Fig. 1: run 1, clock routing
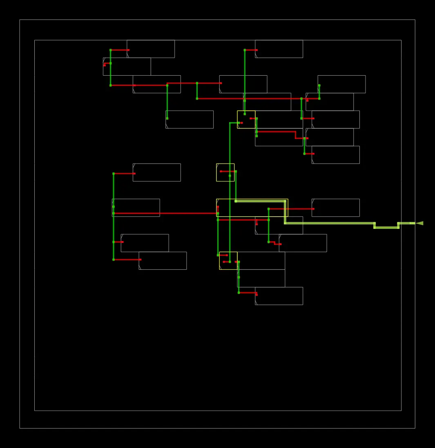
Fig. 2: run 1, wiring by layer
Scale bar: 20 um. Two of the layers only.
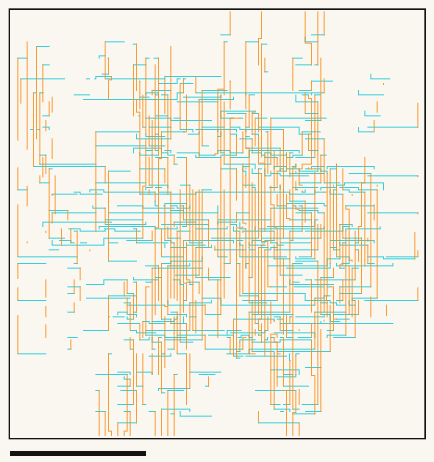
Fig. 3: run 1, power grid
Scale bar: 20 um. Pins as bars on the die edge.
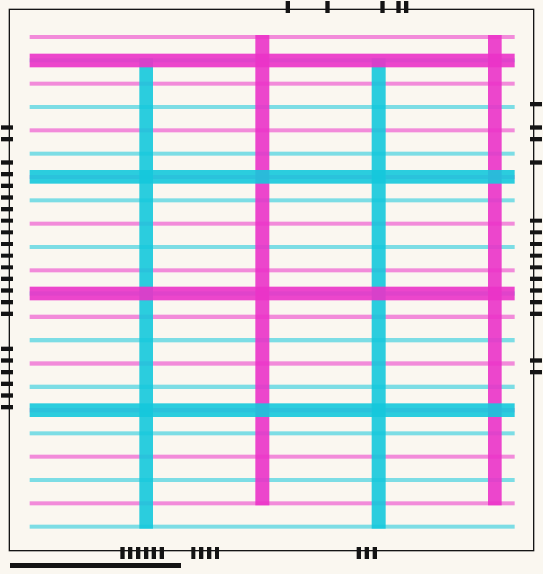
<file path="src/rtl/pic_pkg.sv">
// -----------------------------------------------------------------------------
// pic_pkg
// Shared types and constants for the interrupt acknowledge path.
//   state_t      : acknowledge FSM states (IDLE, REQ, ACK1, ACK2)
//   lsb_t        : result of a lowest-set-bit search (found flag + index)
//   NUM_LEVELS   : number of IR levels (fixed at 8)
//   SPURIOUS_LVL : level reported for an acknowledge with no valid request
//   lowest_set() : index of the lowest set bit of an 8-bit vector
// -----------------------------------------------------------------------------
package pic_pkg;

  localparam int         NUM_LEVELS   = 8;
  localparam logic [2:0] SPURIOUS_LVL = 3'd7;

  typedef enum logic [1:0] {
    IDLE = 2'd0,
    REQ  = 2'd1,
    ACK1 = 2'd2,
    ACK2 = 2'd3
  } state_t;

  typedef struct packed {
    logic       found;
    logic [2:0] idx;
  } lsb_t;

  // Scans from the top down so the last hit is the lowest index (IR0 wins).
  function automatic lsb_t lowest_set(input logic [7:0] v);
    lsb_t r;
    r.found = 1'b0;
    r.idx   = 3'd0;
    for (int i = 7; i >= 0; i--) begin
      if (v[i]) begin
        r.found = 1'b1;
        r.idx   = 3'(i);
      end
    end
    return r;
  endfunction

endpackage

</file>
<file path="src/rtl/pic_prio_enc.sv">
// -----------------------------------------------------------------------------
// pic_prio_enc
// 8-bit fixed-priority encoder, bit 0 highest priority.
//   vec   in  8  request vector
//   idx   out 3  index of the lowest set bit (0 when vec is zero)
//   valid out 1  vec has at least one bit set
// -----------------------------------------------------------------------------
module pic_prio_enc (
  input  logic [7:0] vec,
  output logic [2:0] idx,
  output logic       valid
);
  import pic_pkg::*;

  lsb_t r;

  assign r     = lowest_set(vec);
  assign idx   = r.idx;
  assign valid = r.found;

endmodule

</file>
<file path="src/rtl/inta_ack_ctrl.sv">
// -----------------------------------------------------------------------------
// inta_ack_ctrl
// CPU-facing end of the interrupt path: picks the highest-priority pending,
// unmasked request, raises int_out, runs the two-pulse INTA handshake, sets
// the in-service bit, clears the request register, drives the vector byte and
// retires in-service bits on EOI commands.
//
// Ports:
//   clk          in  1  system clock
//   rst          in  1  synchronous, active-low reset
//   irr_in       in  8  pending requests from the request register
//   imr          in  8  mask register (1 = masked)
//   icw2_base    in  5  vector base T7..T3
//   inta_n       in  1  CPU acknowledge, active-low, asynchronous
//   eoi_req      in  1  one-cycle EOI strobe
//   eoi_specific in  1  1 = specific EOI, 0 = non-specific
//   eoi_level    in  3  level cleared by a specific EOI
//   aeoi         in  1  auto-EOI enable (only when AUTO_EOI_EN is defined)
//   int_out      out 1  interrupt request to the CPU
//   irr_clr      out 8  one-hot, one-cycle clear to the request register
//   isr_out      out 8  in-service register
//   data_out     out 8  vector byte {icw2_base, level}
//   data_oe      out 1  vector valid / bus drive enable
//
// Build option: define AUTO_EOI_EN to add the aeoi input; with aeoi=1 the
// in-service bit set by an acknowledge is dropped on the INTA rise ending it.
// -----------------------------------------------------------------------------
module inta_ack_ctrl #(
  parameter int INTA_SYNC_STAGES = 2,
  parameter int NUM_LEVELS       = 8
) (
  input  logic       clk,
  input  logic       rst,
  input  logic [7:0] irr_in,
  input  logic [7:0] imr,
  input  logic [4:0] icw2_base,
  input  logic       inta_n,
  input  logic       eoi_req,
  input  logic       eoi_specific,
  input  logic [2:0] eoi_level,
`ifdef AUTO_EOI_EN
  input  logic       aeoi,
`endif
  output logic       int_out,
  output logic [7:0] irr_clr,
  output logic [7:0] isr_out,
  output logic [7:0] data_out,
  output logic       data_oe
);
  import pic_pkg::*;

  if (NUM_LEVELS != pic_pkg::NUM_LEVELS) begin : g_bad_levels
    $error("inta_ack_ctrl: NUM_LEVELS must be 8");
  end
  if (INTA_SYNC_STAGES < 2) begin : g_bad_sync
    $error("inta_ack_ctrl: INTA_SYNC_STAGES must be at least 2");
  end

  // ---------------------------------------------------------------------------
  // inta_n synchronizer and edge detect. Flops reset to 1 (bus idle) so that
  // leaving reset never fakes an edge.
  // ---------------------------------------------------------------------------
  logic [INTA_SYNC_STAGES-1:0] inta_sync;
  logic                        inta_prev;
  logic                        inta_s;
  logic                        inta_fall;
  logic                        inta_rise;

  // NOTE: sequential state is written with non-blocking assignments so every
  // flop samples pre-edge values, independent of statement order.
  always_ff @(posedge clk) begin
    if (!rst) begin
      inta_sync <= '1;
      inta_prev <= 1'b1;
    end else begin
      inta_sync <= {inta_sync[INTA_SYNC_STAGES-2:0], inta_n};
      inta_prev <= inta_s;
    end
  end

  assign inta_s    = inta_sync[INTA_SYNC_STAGES-1];
  assign inta_fall = inta_prev & ~inta_s;
  assign inta_rise = ~inta_prev & inta_s;

  // ---------------------------------------------------------------------------
  // Priority resolution against the current in-service set.
  // ---------------------------------------------------------------------------
  logic [7:0] pending;
  logic [2:0] cand_idx, cur_idx;
  logic       cand_valid, cur_valid;
  logic       req_ok;

  assign pending = irr_in & ~imr;

  pic_prio_enc u_cand (.vec(pending), .idx(cand_idx), .valid(cand_valid));
  pic_prio_enc u_cur  (.vec(isr_out), .idx(cur_idx),  .valid(cur_valid));

  // A request may nest only above (lower index than) the level in service.
  assign req_ok = cand_valid && (!cur_valid || (cand_idx < cur_idx));

  // ---------------------------------------------------------------------------
  // Acknowledge FSM
  // ---------------------------------------------------------------------------
  state_t     state, state_next;
  logic [2:0] lvl, lvl_next;
  logic [7:0] ack_set;
  logic [7:0] eoi_clr;
  logic [7:0] auto_clr;
  logic [7:0] isr_next;
`ifdef AUTO_EOI_EN
  // Distinguishes a real acknowledge from a spurious one, so auto-EOI never
  // drops an unrelated level-7 in-service bit.
  logic       lvl_real, lvl_real_next;
`endif

  // NOTE: every signal driven here gets a default first, so no path through
  // the case statement leaves one unassigned and infers a latch.
  always_comb begin
    state_next = state;
    lvl_next   = lvl;
    ack_set    = '0;
    auto_clr   = '0;
    int_out    = 1'b0;
    data_oe    = 1'b0;
    data_out   = '0;
`ifdef AUTO_EOI_EN
    lvl_real_next = lvl_real;
`endif
    unique case (state)
      IDLE: begin
        if (req_ok) state_next = REQ;
      end
      REQ: begin
        int_out = 1'b1;
        if (inta_fall) begin
          state_next = ACK1;
          // The level is frozen here; later irr_in changes cannot move it.
          if (req_ok) begin
            lvl_next = cand_idx;
            ack_set  = 8'b1 << cand_idx;
`ifdef AUTO_EOI_EN
            lvl_real_next = 1'b1;
`endif
          end else begin
            lvl_next = SPURIOUS_LVL;
`ifdef AUTO_EOI_EN
            lvl_real_next = 1'b0;
`endif
          end
        end else if (!req_ok) begin
          state_next = IDLE;
        end
      end
      ACK1: begin
        // First pulse: bus stays undriven; its trailing rise is ignored.
        if (inta_fall) state_next = ACK2;
      end
      ACK2: begin
        if (!inta_s) begin
          data_oe  = 1'b1;
          data_out = {icw2_base, lvl};
        end
        if (inta_rise) begin
          state_next = IDLE;
`ifdef AUTO_EOI_EN
          if (aeoi && lvl_real) auto_clr = 8'b1 << lvl;
`endif
        end
      end
      default: state_next = IDLE;
    endcase
  end

  always_comb begin
    eoi_clr = '0;
    if (eoi_req) begin
      if (eoi_specific)   eoi_clr = 8'b1 << eoi_level;
      else if (cur_valid) eoi_clr = 8'b1 << cur_idx;
    end
  end

  // Set wins over clear on the same bit.
  assign isr_next = (isr_out & ~(eoi_clr | auto_clr)) | ack_set;

  always_ff @(posedge clk) begin
    if (!rst) begin
      state   <= IDLE;
      lvl     <= '0;
      isr_out <= '0;
      irr_clr <= '0;
    end else begin
      state   <= state_next;
      lvl     <= lvl_next;
      isr_out <= isr_next;
      irr_clr <= ack_set;
    end
  end

`ifdef AUTO_EOI_EN
  always_ff @(posedge clk) begin
    if (!rst) lvl_real <= 1'b0;
    else      lvl_real <= lvl_real_next;
  end
`endif

endmodule

</file>
<file path="config.mk">
export PLATFORM = sky130hd
export DESIGN_NAME = inta_ack_ctrl
export DESIGN_NICKNAME = d
export VERILOG_FILES = /design/src/rtl/pic_pkg.sv /design/src/rtl/pic_prio_enc.sv /design/src/rtl/inta_ack_ctrl.sv
export SDC_FILE = /design/constraint.sdc
export NUM_CORES = 1
export LEC_CHECK = 0
export CORE_AREA = 2 2 59 61
export CTS_CLUSTER_DIAMETER = 200
export CTS_CLUSTER_SIZE = 20
export DETAILED_ROUTE_END_ITERATION = 10
export DIE_AREA = 0 0 61 63
export PLACE_DENSITY = 0.78
export RECOVER_POWER = 100
export SLEW_MARGIN = 15
export SYNTH_ARGS = -nofsm -noshare
export SYNTH_HDL_FRONTEND = slang
export SYNTH_HIERARCHICAL = 1
export SYNTH_SLANG_ARGS = --single-unit
</file>
<file path="constraint.sdc">
create_clock -name clk -period 3.4 [get_ports clk]
set_input_delay 1.02 -clock clk [delete_from_list [all_inputs] [get_ports clk]]
set_output_delay 1.02 -clock clk [all_outputs]
set_load 0.1 [all_outputs]
</file>
==> results_slide.txt, run 1 <==
Implementation Results

Critical path
  – CP Data Arrival Time: 3.41 ns
  – Crit-path slowest cell: clkdlybuf4s50_1
  – Setup crit start kind: input port
  – Crit path required time: between 3 and 4 ns
  – Worst reg2reg path depth: 8
  – R2R Path Start: isr_out[0]
  – Crit-path cells: clkdlybuf4s50_1, nor2b_1, nor4_1, and3b_1, ha_1, a2111oi_4, nor2_1, buf_4, o32ai_1
  – Critical path origin: irr_in[6]
  – Max FO, Critical Path: 8
  – Endpoint class of the critical path: flip-flop
  – Setup CP Type: input port to flip-flop
  – Crit-path max cell delay: 0.39 ns

Synth
  – Mapped Nets: ~190
  – Distinct lib cells: 36
  – Post-Syn Area: about 1300 um2
  – Post-Syn Area per Cell: about 8.4 um2
  – Sequential share of the synthesized area: a little over a third
  – Yosys cell count: around 160
  – Top cell type by total area after synthesis: dfxtp_1
  – Synthesis Warnings: 6
  – Synth flops: 24
  – Dominant cell area share: between 30 and 40%
  – Post-Syn Instances: roughly 160
  – Top cells by area: dfxtp_1 37%, nor2b_1 5.7%, nand2_1 4.9%, nand2b_1 4.3%, nor2_1 4.3%

Drt
  – 1st-iter DRT viols: a little under 80
  – First-pass detailed-route iteration total: 4
  – Vias: between 1000 and 1500
  – Vias per cell: 5.403
  – WL final: approximately 3700 um
  – DRT antenna net count: 0

STA
  – Worst relative slew slack: between 20% and 30%
  – Unrepaired setup endpoints after global routing: no
  – Setup_tns: 0 ns
  – Fmax: approximately 310 MHz
  – Slew Limit Fails: 0
  – Final setup violation count: 0
  – Tmin final: 3.207 ns
  – Period utilization: 94.32%
  – Worst slew pin tran: around 1.2 ns

GRT
  – Aggregate global-route resource usage: 19.45%
  – Largest net degree at the start of global routing: 18
  – Vias in the first global route: approximately 1400
  – Grt total ovfl: 0
  – First-pass GRT wire length: roughly 5900 um

Placement
  – Hpwl dp: approximately 2900 um
  – Place WS: -0.01575 ns
  – RD Place Congestion: approximately 0.83
  – Number of port buffers: roughly 54

Die
  – Total die area: approximately 3800 um2
  – Number of I/O pins: roughly 55
  – DIE HEIGHT: approximately 63 um
  – Init Core Util: 40.69%
  – Num rows: 21
  – Core Region: 3232 um2
  – DIE WIDTH: between 60 and 70 um

Finish
  – Final Non-Filler Cells: between 200 and 300
  – P&R area growth vs syn: 38.06%
  – Final net count: 249
  – Top cell excl fill/tap: clkdlybuf4s50_1
  – Fraction of layout cells with a size suffix above 1: between 10% and 20%
  – Fillcell total: ~320
  – ANT cells: 0
  – Most numerous logic cells after layout: 27 x clkdlybuf4s50_1, 24 x dfxtp_1, 18 x clkbuf_1

Clocking
  – Post-CTS Setup Bufs: 0
  – Total clock sinks: 24
  – H-tree depth: 1
  – Root buffer cell: clkbuf_4
  – Max Root-Sink Buffers: 2
  – CTS buffer count: 3
  – Worst-path clk slew: around 0.13 ns
  – Post-CTS Hold Buffers: 0
  – Clk latency late pin: 0.30 ns
  – Post-CTS resize count: 0
  – CTS tree: done

Run status
  – Status: finished clean

Min path
  – Hold path depth: 1
  – Worst Hold Launch: inta_sync[0]
  – Worst Hold Class: flip-flop to flip-flop

Power
  – Switching fraction of total power: between 20% and 30%
  – Cell area power density: about 360 nW/um2
  – Flop pwr share: 46.0%
  – Clock Power Share: 31.1%
  – Net switching power: ~170 uW
  – P_leak: 0.0007100 uW
  – Internal power: about 470 uW
  – Max rail drop VDD: between 0.1 and 0.15 mV

Flow run
  – Max cap viols: 0
  – OpenROAD warning count: 26
Back to the opening pictures, Fig. 1:
clkbuf count: 3
skew final: 0.001287 ns

Back to the opening pictures, Fig. 2:
Key: M1 = cyan [wire length 1470 um]; M2 = orange [wire length 1910 um]

Back to the opening pictures, Fig. 3:
Key: VSS = cyan; VDD = magenta
55 signal pins sit on the boundary. The core has 21 rows.

[run 1: stage by stage]
step | utilization (%) | instance area (um2) | total power, uW | hold slack (ns)
global route | 56.18 | 1815 | 668.7 | 0.4652
detailed placement | 59.54 | 1924 | 455.7 | 0.4100
finish | 56.18 | 1815 | 645.9 | 0.4365
floorplan | - | 1315 | 394.5 | 0.3863
CTS | 61.17 | 1977 | 652.9 | 0.4433
global placement | 59.54 | 1924 | 449.1 | 0.3919
[run 1: state kept, by name, summed over array words and instances (netlist names), named ones only]
name / cells
inta_prev: 1
inta_sync: 2
irr_clr: 8
isr_out: 8
lvl: 3
state: 1
[run 1: power by group through the flow]
stage	clock network, uW	logic, uW	registers, uW
after floorplan	0	87.1	307
after global placement	0	147	302
after detailed placement	0	153	303
after CTS	203	153	297
after global routing	212	158	299
final	201	148	297
[run 1: synthesized netlist by cell type, drive strengths merged]
cell and number:
nor2 16, nand2b 10, ha 2, dlygate4sd1 1, o22ai 9, nand2 17
inv 6, nor3 4, o311a 4, and3b 3, o21ai 6, nand4 2
and3 8, a21boi 3, a2111oi 1, nand4b 1, a21oi 4, o31ai 2
nand3b 2, o41ai 2, dfxtp 24, o2111ai 1, and2b 1, o32ai 5
nand3 4, nor4 2, clkbuf 1, nor2b 12, and2 2, buf 2
[run 1: area by class of cell]
type                            instances  area (um2)  area share, %
Multi-Input combinational cell        123       772.0          42.52
Clock inverter                          1       30.03          1.654
Sequential cell                        24       480.5          26.46
Inverter                                6       22.52          1.241
Tap cell                               46       57.56          3.170
Clock buffer                            3       22.52          1.241
Timing Repair Buffer                   60       430.4          23.71
[run 1: final timing paths]
kind                   to  slack (ns)
max            isr_out[3]        0.19
min          inta_sync[1]        0.44
max reg2reg    isr_out[3]        0.60
min reg2reg  inta_sync[1]        0.44
[run 1: worst max-delay path, delay by kind of cell]
kind                     cells  cell delay (ns)
adder cells (fa/ha/maj)      1             0.25
AND/OR/NAND/NOR              4             0.95
AND-OR/OR-AND                2             0.62
buffers and inverters        2             0.58
[run 1: metal layers]
metal	share of wire [%]	wire length [um]	track usage, %	vias to the layer above
met5	0	0	0	-
met3	6.8	249	2.899	4
li1	-	-	-	696
met1	40	1471	22.83	655
met4	1.3	49	6.522	0
met2	52	1908	34.68	66
[run 1: cells by family (layout without fill, tap and decap cells)]
kind of cell	after synthesis	count (layout)	synth area share (%)
AND/OR/NAND/NOR	84	84	35.87
AND-OR/OR-AND	37	37	21.60
flip-flops	24	24	36.54
buffers and inverters	10	70	4.091
adder cells (fa/ha/maj)	2	2	1.903
==> run 1 -> run 2 <==
==> constraint.sdc (replaced) <==
create_clock -name clk -period 3.45 [get_ports clk]
set_input_delay 1.035 -clock clk [delete_from_list [all_inputs] [get_ports clk]]
set_output_delay 1.035 -clock clk [all_outputs]
set_load 0.1 [all_outputs]
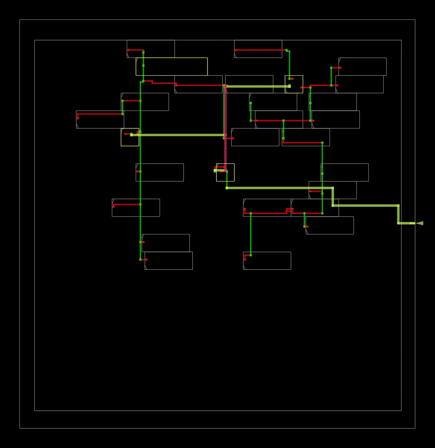
Fig. 4. Clock routing (run 2).
clk latency late pin: 0.32 ns
CTS buffer count: 3
registers: 24
skew final: 0.004748 ns
total clock sinks: 24

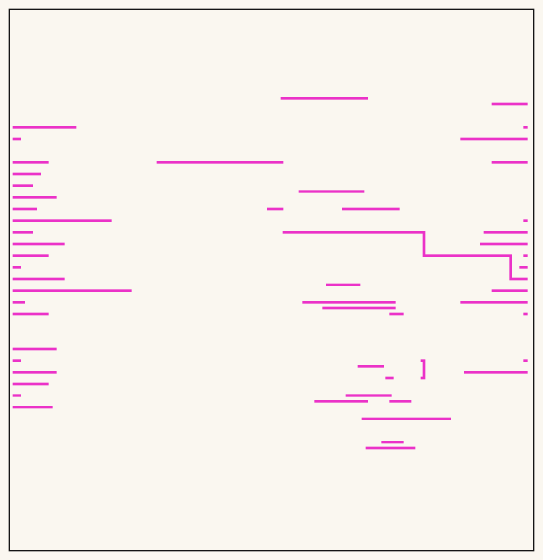
Fig. 5. The metal 3 layer (run 2).
The longest straight run is 16.3 um. 51 nets have wire on it. The wires run mostly horizontal. The layer carries 272 um of wire.

==> run 2 against run 1 <==
  * Global-route usage shrank 0.38 points
  * Synthesized area is the same
  * Critical path depth is the same
  * First-iteration DRC count shrank 14%
  * Utilization grew 0.077 points
  * Sequential share of layout area is essentially flat
  * Sequential cell count is the same
  * Combinational power shrank 3%
  * Clock skew grew 0.0035 ns
  * Critical path type unchanged
==> results_slide.txt, run 2 <==
Implementation Results

Flow run
  – OpenROAD warning count: 26
  – Max cap viols: 0

Synth
  – Synth flops: 24
  – Distinct lib cells: 36
  – Sequential share of the synthesized area: 36.54%
  – Dominant cell area share: about 37%
  – Post-Syn Area per Cell: between 8 and 9 um2
  – Top cells by area: dfxtp_1 37%, nor2b_1 5.7%, nand2_1 4.9%, nand2b_1 4.3%, nor2_1 4.3%
  – Synthesis Warnings: 6
  – Post-Syn Instances: between 150 and 200
  – Mapped Nets: 188
  – Yosys cell count: roughly 160
  – Asr flop ratio synth: 0%
  – Top cell type by total area after synthesis: dfxtp_1
  – Area reported by Yosys stat: about 1300 um2
  – Post-Syn Area: about 1300 um2
  – Most common cell in the netlist: dfxtp_1
  – Flip-flops with a built-in enable: 0
  – Top FF cell, synth: dfxtp_1
  – Post-synth top cells: 24 x dfxtp_1, 17 x nand2_1, 15 x nor2_1, 12 x nor2b_1

Drt
  – Vias per cell: approximately 5.4
  – 1st-iter DRT viols: ~70
  – WL final: 3443 um
  – DRT antenna net count: 0
  – Vias: around 1400
  – First-pass detailed-route iteration total: 5
  – Per-cell routed wire length: between 10 and 15 um
  – DRC viols: 0

Critical path
  – Crit-path cells: dlygate4sd3_1, nor2b_1, nor4_1, and3b_1, ha_1, o21ai_0, and2_1, o21ai_1, o22ai_1
  – Crit-path max cell delay: 0.52 ns
  – Crit-path slowest cell: dlygate4sd3_1
  – Max FO, Critical Path: 8
  – Setup crit start kind: input port
  – Setup CP Type: input port to flip-flop
  – Crit path required time: ~3.7 ns
  – CP Data Arrival Time: approximately 3.4 ns
  – Endpoint class of the critical path: flip-flop

Placement
  – Hpwl dp: 2774 um
  – Place WS: 0.04601 ns
  – Number of port buffers: ~54
  – RD Place Congestion: approximately 0.85

Finish
  – Fillcell total: ~320
  – Fraction of layout cells with a size suffix above 1: 11.98%
  – Final net count: ~250
  – Most numerous logic cells after layout: 26 x clkdlybuf4s50_1, 24 x dfxtp_1, 18 x clkbuf_1
  – Largest registers: irr_clr x8, isr_out x8, lvl x3
  – Top cell excl fill/tap: clkdlybuf4s50_1
  – P&R area growth vs syn: 38.25%
  – ANT cells: 0

STA
  – Worst slew pin tran: ~1.2 ns
  – Final Hold Viols: 0
  – Slew Limit Fails: 0
  – Period utilization: around 94%
  – Worst Slack Setup Final: 0.2144 ns
  – Tmin final: 3.236 ns
  – Unrepaired setup endpoints after global routing: no
  – Worst relative slew slack: a little under a quarter
  – Setup_tns: 0 ns
  – Fmax: 309.1 MHz
  – Final setup violation count: 0

Clocking
  – Max Root-Sink Buffers: 2
  – Post-CTS resize count: 0
  – H-tree depth: 1
  – Post-CTS Hold Buffers: 0
  – Root buffer cell: clkbuf_4
  – CTS tree: done
  – Post-CTS Setup Bufs: 0
  – Worst-path clk slew: around 0.13 ns

Die
  – DIE WIDTH: ~61 um
  – Num rows: 21
  – Init Core Util: between 40% and 50%
  – Total die area: between 3000 and 4000 um2
  – DIE HEIGHT: 63 um
  – Core Region: 3232 um2
  – Number of I/O pins: 55

GRT
  – Initial antenna violation count: 0
  – Largest net degree at the start of global routing: 18
  – Grt total ovfl: 0
  – First-pass GRT wire length: approximately 5700 um
  – Vias in the first global route: around 1400
  – Aggregate global-route resource usage: between 10% and 20%

Min path
  – Worst Hold Class: flip-flop to flip-flop

Power
  – Max rail drop VDD: ~0.22 mV
  – Cell area power density: about 350 nW/um2
  – P_leak: around 0.00071 uW

Run status
  – Status: finished clean
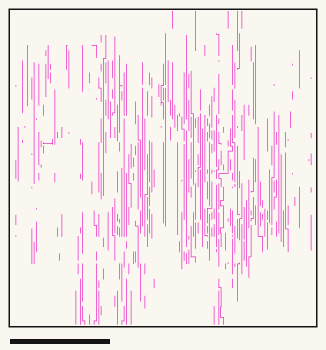
Fig. 6. Metal 2 (run 2).
Scale bar: 20 um.
The longest straight run is 27.5 um. The wires run mostly vertical.

## run 2: cell count changes in the layout (fill, tap and decap cells not counted), sizes merged
cell,before,now
clkdlybuf4s50,27,26
dlygate4sd3,1,2
## run 2: through the flow
stage               util, %  cells  hold WS (ns)  instance area, um2  total power [uW]
floorplan                 -    157        0.3863                1315             388.8
global placement      59.54    259        0.3913                1924             442.5
detailed placement    59.54    259        0.4086                1924             448.5
CTS                   61.17    263        0.4364                1977             647.0
global route          56.25    263        0.4660                1818             664.7
finish                56.25    263        0.4337                1818             636.9
## run 2: worst paths after layout
check | start | to | cells after the start | slack, ns
hold reg to reg | inta_sync[0] | inta_sync[1] | 1 | 0.43
setup reg to reg | isr_out[5] | isr_out[2] | 9 | 0.90
hold / removal | inta_sync[0] | inta_sync[1] | 1 | 0.43
setup / recovery | irr_in[6] | isr_out[6] | 9 | 0.21
## run 2: layout make-up
class | count | area, um2 | share of cell area [%]
multi-input combinational | 123 | 774.5 | 42.60
sequential | 24 | 480.5 | 26.43
timing repair buffer | 60 | 430.4 | 23.68
tap | 46 | 57.56 | 3.166
clock inverter | 1 | 30.03 | 1.652
clock buffer | 3 | 22.52 | 1.239
inverter | 6 | 22.52 | 1.239
## run 2: per-layer routing
layer  up-vias  share of wire [%]  GRT usage (%)
met1       661                 39          21.02
met5         -                  0              0
met3         5                7.9          5.797
li1        695                  -              -
met4         0               0.58          4.076
met2        71                 52          34.68
## run 2: cell families after synthesis
family	after synthesis	share of synthesized area, %
AND-OR/OR-AND	37	21.60
adder cells (fa/ha/maj)	2	1.903
buffers and inverters	10	4.091
flip-flops	24	36.54
AND/OR/NAND/NOR	84	35.87
## run 2: worst max-delay path, delay by kind of cell
kind	cells	cell delay, ns
simple gates	4	0.92
compound gates	3	0.68
buf+inv	1	0.52
fa+ha+maj	1	0.27
## run 2: power by group
group	total [uW]	switching [uW]	internal [uW]
combinational	144	80.5	63.6
clock	200	82.7	118
sequential	293	8.35	284
total	637	172	465
Power and IR drop assume default switching activity.
